==> src/rtl/scan_decoder.sv <==
`default_nettype none
// ============================================================================
// Module : scan_decoder
// Desc   : N-to-2**N one-hot decoder with direct mode and masked auto-scan.
// Rev    : 1.0  initial release
// ============================================================================
module scan_decoder #(
    parameter int N      = 3,
    parameter int PERIOD = 4
) (
    input  logic              clk,
    input  logic              rst_n,
    input  logic              en,
    input  logic              mode,
    input  logic [N-1:0]      in,
    input  logic              load,
    input  logic [2**N-1:0]   mask,
    output logic [2**N-1:0]   out,
    output logic [N-1:0]      idx,
    output logic              wrap
);
    localparam int CH = 2**N;
    localparam int CW = (PERIOD > 1) ? $clog2(PERIOD) : 1;
    localparam logic [CW-1:0] CNT_LAST = CW'(PERIOD - 1);

    typedef enum logic [1:0] {
        IDLE   = 2'd0,
        DIRECT = 2'd1,
        SCAN   = 2'd2
    } state_t;

    state_t          state;
    logic [CW-1:0]   cnt;
    logic [N-1:0]    next_idx;
    logic [N-1:0]    cand;
    logic            next_found;
    logic [CH-1:0]   dec_in;
    logic [CH-1:0]   dec_idx;
    logic [CH-1:0]   dec_next;

    // Walk candidates farthest-first so the nearest one after idx wins;
    // distance CH lands on idx itself and is therefore the last resort.
    always_comb begin
        next_idx   = idx;
        next_found = 1'b0;
        cand       = idx;
        for (int k = CH; k >= 1; k--) begin
            cand = idx + N'(k);
            if (mask[cand]) begin
                next_idx   = cand;
                next_found = 1'b1;
            end
        end
    end

    assign dec_in   = CH'(1) << in;
    assign dec_idx  = CH'(1) << idx;
    assign dec_next = CH'(1) << next_idx;

    always_ff @(posedge clk) begin
        if (!rst_n) begin
            state <= IDLE;
            out   <= '0;
            idx   <= '0;
            wrap  <= 1'b0;
            cnt   <= '0;
        end else begin
            wrap <= 1'b0;
            if (!en) begin
                state <= IDLE;
                out   <= '0;
                cnt   <= '0;
            end else if (!mode) begin
                state <= DIRECT;
                out   <= dec_in;
                idx   <= in;
                cnt   <= '0;
            end else begin
                state <= SCAN;
                if (state != SCAN || load) begin
                    idx <= in;
                    cnt <= '0;
                    out <= dec_in & mask;
                end else if (cnt == CNT_LAST) begin
                    cnt <= '0;
                    if (next_found) begin
                        idx  <= next_idx;
                        out  <= dec_next & mask;
                        wrap <= (next_idx <= idx);
                    end else begin
                        out  <= '0;
                    end
                end else begin
                    cnt <= cnt + CW'(1);
                    out <= dec_idx & mask;
                end
            end
        end
    end
endmodule
`default_nettype wire

==> config.mk <==
export PLATFORM = sky130hd
export DESIGN_NAME = scan_decoder
export DESIGN_NICKNAME = d
export VERILOG_FILES = /design/src/rtl/scan_decoder.sv
export SDC_FILE = /design/constraint.sdc
export NUM_CORES = 1
export LEC_CHECK = 0
export CAP_MARGIN = 20
export CELL_PAD_IN_SITES_DETAIL_PLACEMENT = 1
export CELL_PAD_IN_SITES_GLOBAL_PLACEMENT = 2
export CORE_UTILIZATION = 32
export CTS_CLUSTER_DIAMETER = 100
export DETAILED_ROUTE_END_ITERATION = 6
export PLACE_DENSITY_LB_ADDON = 0.1
export SLEW_MARGIN = 30
export SYNTH_ARGS = -nofsm -noshare
export SYNTH_HDL_FRONTEND = slang
export SYNTH_SLANG_ARGS = --single-unit
==> constraint.sdc <==
create_clock -name clk -period 4.6 [get_ports clk]
set_input_delay 0.69 -clock clk [delete_from_list [all_inputs] [get_ports clk]]
set_output_delay 0.69 -clock clk [all_outputs]
set_load 0.02 [all_outputs]
class_map.png
(4 px per um)
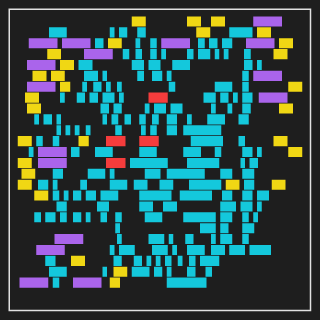
- cyan: remaining logic cells (cells 174)
- purple: registers (cells 16)
- yellow: remaining buffers and delay cells (cells 30)
- red: clock drivers and dummy loads (cells 4)
# rows: 26
placeable core region: 5110 sq um
Layout Utilization: 41.1%

sizing.png
(4 px per um)
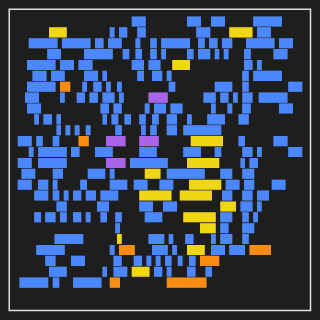
- yellow: x2 (cells 15; share 6.7%)
- orange: x3 and x4 (cells 7; share 3.1%)
- purple: x6 and larger (cells 4; share 1.8%)
- blue: x1 and smaller (cells 198; share 88%)
final standard cell area without fillers: 2100 sq um
count of buffers not belonging to the clock network in the layout: 30
layout overhead on the synthesized area: 23.3%
Worst Slack Setup Final: 0.433 ns

congestion_map.png
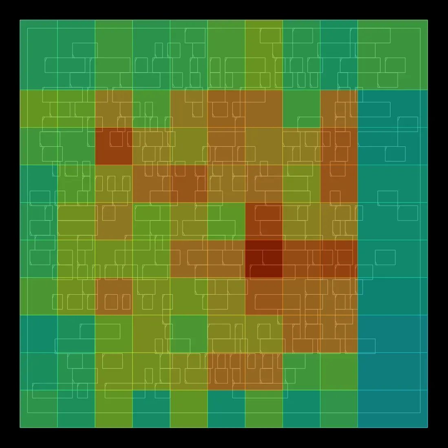
gr busiest metal: met2
met1 track demand over resource: 30.7%

closeup.png
Window x 6 to 31, y 44 to 69 um. Cells in grey, sequential cells in the stronger grey; small squares are vias.
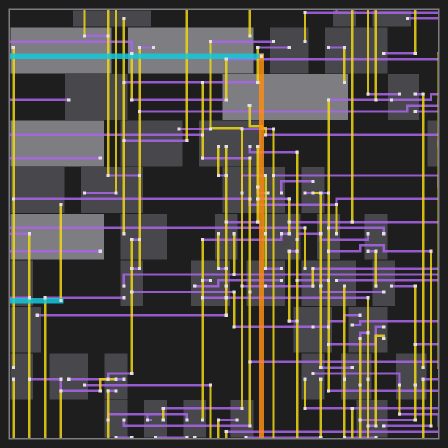
- orange: M4
- yellow: M2
- purple: M1
- cyan: M3
- cells with their middle in the window: 38
- most frequent: nand2_1 (6)
- sequential cells in the window: 5
- netlist names of flops here include: out (3), state (2)

power by group:
group	switching, mW	internal [mW]
Sequential	0.00374	0.142
Clock	0.0533	0.0760
Combinational	0.142	0.106
worst max-delay path: stages, from the launching register on:
cell                       delay (ns)
sky130_fd_sc_hd__dfxtp_1         0.71
sky130_fd_sc_hd__inv_1           0.32
sky130_fd_sc_hd__ha_1            0.70
sky130_fd_sc_hd__mux2i_1         0.31
sky130_fd_sc_hd__mux4_1          0.44
sky130_fd_sc_hd__nand2_1         0.08
sky130_fd_sc_hd__a2111o_1        0.43
sky130_fd_sc_hd__o211ai_2        0.23
sky130_fd_sc_hd__inv_2           0.08
sky130_fd_sc_hd__ha_1            0.29
sky130_fd_sc_hd__a21o_1          0.18
sky130_fd_sc_hd__a21oi_1         0.13
sky130_fd_sc_hd__a31oi_1         0.06
sky130_fd_sc_hd__nor3_1          0.13
metrics by stage:
step | utilization (%) | std cells | instance area, sq um
finish | 41.1 | 294 | 2100
global route | 41.1 | 294 | 2100
CTS | 41.1 | 294 | 2100
detailed placement | 40.0 | 290 | 2040
global placement | 40.0 | 290 | 2040
floorplan | - | 199 | 1700
placed cells by master, fill, tap and decap left out, types with 3 or more instances in the layout:
master,netlist,routed
sky130_fd_sc_hd__clkbuf_8,0,4
sky130_fd_sc_hd__a32oi_1,4,4
sky130_fd_sc_hd__o21ai_0,8,8
sky130_fd_sc_hd__xnor2_1,3,3
sky130_fd_sc_hd__nand3_1,17,17
sky130_fd_sc_hd__nor2_1,13,13
sky130_fd_sc_hd__dfxtp_1,16,16
sky130_fd_sc_hd__mux4_2,6,6
sky130_fd_sc_hd__mux4_1,3,3
sky130_fd_sc_hd__a31oi_1,8,8
sky130_fd_sc_hd__mux2i_1,5,5
sky130_fd_sc_hd__o31ai_1,4,4
sky130_fd_sc_hd__nor3_1,5,5
sky130_fd_sc_hd__ha_1,10,10
sky130_fd_sc_hd__inv_1,7,7
sky130_fd_sc_hd__nand4_1,4,4
sky130_fd_sc_hd__nor2b_1,6,6
sky130_fd_sc_hd__a21o_1,4,4
sky130_fd_sc_hd__nand2_1,24,24
sky130_fd_sc_hd__clkdlybuf4s50_1,0,27
sky130_fd_sc_hd__mux2_2,3,3
sky130_fd_sc_hd__buf_4,0,3
routing by layer:
layer / vias to the layer above / track usage, % / part of all wire (%)
li1: 819 / - / -
met4: 0 / 4.82 / 1.8
met3: 6 / 3.21 / 3.3
met5: - / 0 / 0
met1: 837 / 30.7 / 49
met2: 39 / 33.5 / 46
registers in the layout (all words and copies together) (netlist names):
name,count
wrap,1
cnt,2
idx,3
out,8
state,2
layout make-up:
| type | count | area (sq um) | share of cell area (%) |
|---|---|---|---|
| repair buffers | 30 | 293 | 13.9 |
| clock buffers | 4 | 55.1 | 2.62 |
| multi-input cells | 165 | 1310 | 62.4 |
| inverters | 9 | 33.8 | 1.61 |
| well taps | 70 | 87.6 | 4.17 |
| flip-flops and latches | 16 | 320 | 15.3 |
final timing paths:
kind	to	cells after the start
worst max register to register	wrap	13
worst min-delay path	cnt[0]	1
worst max-delay path	wrap	13
worst min register to register	cnt[0]	1
==> design notes <==
The largest area contributor in the synthesized netlist was sky130_fd_sc_hd__dfxtp_1. The setup clock skew after layout came out at 0.00218 ns. The run finished with clean final reports. The normalized max-slew margin is 58.5%, and the count of clock tree sinks is 16.

Of the post-synthesis cell area, the dominant cell type holds 18.8%. From left edge to right edge, the die measures 75.0 um. Pin placement for this block handled 28 I/O pins. TritonCTS built the clock tree. The portion of synthesized area spent on multiplexers is 19.0%.

The worst path in the final design needs a cycle of 4.17 ns, including I/O delays and setup. Initial standard-cell utilization of the core: 33.3%. Detailed routing inserted a total of 1,701 vias.

The DRC violation total left in the routed layout is recorded as 0. From the final report, the count of setup violators was given as 0. For the chip area, the log shows 5620 sq um. The required time at the worst endpoint is listed as 4.78 ns. Yosys attributes the largest share of cell area to sky130_fd_sc_hd__dfxtp_1 (19%), sky130_fd_sc_hd__mux4_2 (7.9%), sky130_fd_sc_hd__ha_1 (7.3%), sky130_fd_sc_hd__nand2_1 (5.3%), sky130_fd_sc_hd__nand3_1 (5.0%). Per the OpenROAD power report, leakage power amounts to 0.772 nW. For reference, XOR and XNOR gates occupy 2.57% of the area reported after synthesis. The largest non-sequential cell family by area was AND-OR/OR-AND gates. The tools report the category of the worst setup path launch point as a flop. Final tally of hold violations: 0.

The AND-OR/OR-AND share of the synthesized area is 24.3%. Summing every instance area after synthesis gives 1700 sq um. Per the skew report, the later register of the worst-skew pair sees a clock latency of 0.25 ns. 0 antenna diodes ended up in the layout. The tools report the startpoint of the most critical hold path as cnt[0]. The worst VDD IR drop from the latest analysis is 0.124 mV.

The overall power after layout is 0.523 mW, and the number of input and output port buffers inserted is 27. The cell-mix breakdown from Yosys lists the adder-cell area share as 7.35%. The total CTS buffers came out at 3. Warnings raised by the tools during the run amount to 31. The maximum fanout along the worst path was 13.
No activity file was given, so power comes from the tool's default toggle rates.
